placed.png
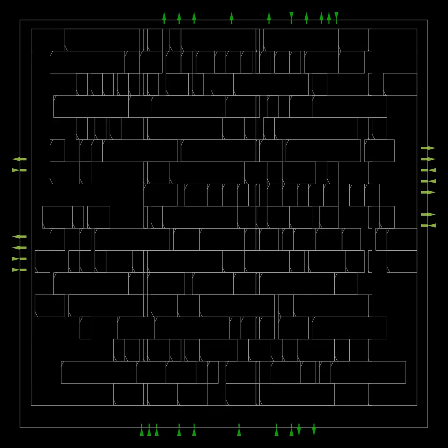
layers.png
(8 px per µm) Only two layers are drawn.
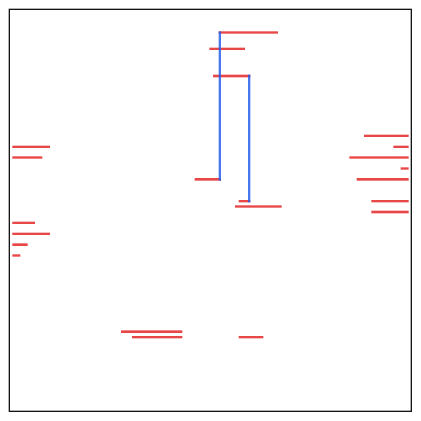
ff_map.png
(12 px per µm) Other sequential cells in the stronger gray, the rest of the logic in the fainter gray.
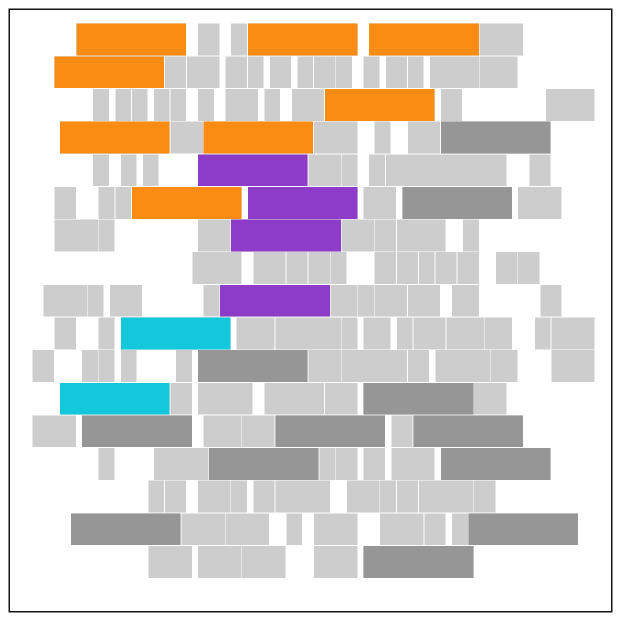
<file path="src/rtl/q2_alu_seq.sv">
// Bit-serial sequencer for the q2 1-bit ALU slice: clocks WIDTH LSB-first
// bit-steps through the external slice and rebuilds the accumulator from its output.
module q2_alu_seq #(
    parameter  int WIDTH = 8,
    localparam int CW    = $clog2(WIDTH + 1)
) (
    input  logic             clk,
    input  logic             rst_n,
    input  logic             start,
    input  logic [1:0]       op,
    input  logic [WIDTH-1:0] operand,
    input  logic             cin_clr,
    output logic             busy,
    output logic             done,
    output logic [WIDTH-1:0] acc,
    output logic             flag_f,
    output logic             alu_a0,
    output logic             alu_x0,
    output logic             alu_x1,
    output logic             alu_f,
    output logic             alu_o0,
    output logic             alu_o1,
    input  logic             alu_out,
    input  logic             alu_cout
);

    typedef enum logic [1:0] {
        ST_IDLE  = 2'b00,
        ST_SHIFT = 2'b01,
        ST_DONE  = 2'b10
    } state_t;

    localparam logic [CW-1:0] LAST_STEP = CW'(WIDTH - 1);

    state_t           state_r;
    logic [WIDTH-1:0] a_r;
    logic [WIDTH-1:0] x_r;
    logic             f_r;
    logic [CW-1:0]    cnt_r;
    logic [1:0]       op_r;
    logic             busy_r;
    logic             done_r;

    // Sequencer FSM with datapath registers; DONE accepts a new start for back-to-back ops.
    always_ff @(posedge clk or negedge rst_n) begin
        if (!rst_n) begin
            state_r <= ST_IDLE;
            a_r     <= {WIDTH{1'b0}};
            x_r     <= {WIDTH{1'b0}};
            f_r     <= 1'b0;
            cnt_r   <= {CW{1'b0}};
            op_r    <= 2'b00;
            busy_r  <= 1'b0;
            done_r  <= 1'b0;
        end else begin
            case (state_r)
                ST_IDLE, ST_DONE: begin
                    done_r <= 1'b0;
                    if (start) begin
                        x_r     <= operand;
                        op_r    <= op;
                        cnt_r   <= {CW{1'b0}};
                        f_r     <= cin_clr ? 1'b0 : f_r;
                        busy_r  <= 1'b1;
                        state_r <= ST_SHIFT;
                    end else begin
                        busy_r  <= 1'b0;
                        state_r <= ST_IDLE;
                    end
                end
                ST_SHIFT: begin
                    // Zero fill of X makes alu_x1 read 0 on the final step (logical shift right).
                    a_r   <= {alu_out, a_r[WIDTH-1:1]};
                    x_r   <= {1'b0, x_r[WIDTH-1:1]};
                    f_r   <= alu_cout;
                    cnt_r <= cnt_r + CW'(1);
                    if (cnt_r == LAST_STEP) begin
                        busy_r  <= 1'b0;
                        done_r  <= 1'b1;
                        state_r <= ST_DONE;
                    end else begin
                        busy_r  <= 1'b1;
                        done_r  <= 1'b0;
                        state_r <= ST_SHIFT;
                    end
                end
                default: begin
                    busy_r  <= 1'b0;
                    done_r  <= 1'b0;
                    state_r <= ST_IDLE;
                end
            endcase
        end
    end

    assign busy   = busy_r;
    assign done   = done_r;
    assign acc    = a_r;
    assign flag_f = f_r;

    assign alu_a0 = a_r[0];
    assign alu_x0 = x_r[0];
    assign alu_x1 = x_r[1];
    assign alu_f  = f_r;
    assign alu_o0 = op_r[0];
    assign alu_o1 = op_r[1];

endmodule

</file>
<file path="config.mk">
export PLATFORM = sky130hd
export DESIGN_NAME = q2_alu_seq
export DESIGN_NICKNAME = d
export VERILOG_FILES = /design/src/rtl/q2_alu_seq.sv
export SDC_FILE = /design/constraint.sdc
export NUM_CORES = 1
export LEC_CHECK = 0
export ABC_CLOCK_PERIOD_IN_PS = 1200
export CAP_MARGIN = 20
export CORE_UTILIZATION = 47
export CTS_BUF_LIST = sky130_fd_sc_hd__clkbuf_4 sky130_fd_sc_hd__clkbuf_8
export DETAILED_ROUTE_END_ITERATION = 10
export GPL_TIMING_DRIVEN = 0
export PLACE_DENSITY = 0.86
export SYNTH_ARGS = -nofsm -noshare
export SYNTH_HDL_FRONTEND = slang
export SYNTH_SLANG_ARGS = --single-unit
</file>
<file path="constraint.sdc">
create_clock -name clk -period 1.2 [get_ports clk]
set_input_delay 0.24 -clock clk [delete_from_list [all_inputs] [get_ports clk]]
set_output_delay 0.24 -clock clk [all_outputs]
set_load 0.02 [all_outputs]
</file>
==> out/results.ini <==
[global_route]
use_met2_pct=39.8
gr-total-overflow=0
grt_pass1_vias=957
grt_pass1_wl_um=3930
gr-usage-met3_pct=2.16

[worst_hold_path]
worst_hold_path_type=input pin to asynchronous set/reset pin

[sta]
hold_ws_ns=0.441
rsz0062_at_grt=yes
fmax_mhz=856
fin_setup_tns_ns=0

[finish]
comb_share_pct=26.3
syn2layout_area_growth_pct=44.4
logic_gate_count=75
nNonClkInverters=1
clk_share_pct=2.31
dominant-cell-class=registers

[critical_path]
startpoint=state_r[0]
critPathArrivalTime_ns=1.37
cp-start-kind=flop
path_cells=and2b_2 -> buf_6 -> a22oi_2 -> nand2_1
cp_num_cells=4
r2r_end=x_r[1]

[logic_synthesis]
syn-num-nets=127
ys_sh_mux_pct=2.88
ff_type=dfrtp_1
synth-async-reset-ratio_pct=100
synth_cells=110
ys_seq_share_pct=59.9
yosys_cells=110
yosys.area.top_type_share_pct=59.9
yosys-top-cells-area=dfrtp_1 60%, nand2_1 15%, a22oi_1 4.8%

[power_and_ir_drop]
p_int_mw=2.45
power-top-group=combinational cells
powerClk_mw=0.430

[cts]
cts_resized=76
cts_root_buf=clkbuf_4
htree_levels=1

[route]
vias_per_cell=5.25
dr.pass1.iters=4
wl_met3_um=88

[die]
die.size.y_um=50.1

[run_status]
status=complete, no violations

Back to the opening pictures, placed.png:
final non-filler cell total: 187
final core occ: 71.6%
Tap Cells: 28
core area: 2190 µm²
Seq/total area: 41.5%

Back to the opening pictures, layers.png:
blue -> M4  # wire length 34.0 µm
red -> M3  # wire length 88.0 µm
via count: 982
routed len/inst: 13.5 µm
total track usage: 20.8%
final wirelength: 2530 µm

Back to the opening pictures, ff_map.png:
orange -> acc  # flops 8
purple -> cnt_r  # flops 4
cyan -> op_r  # flops 2
Flop area: 651 µm²
Flop+latch power: 1.49 mW

No activity file was given, so power comes from the tool's default toggle rates.
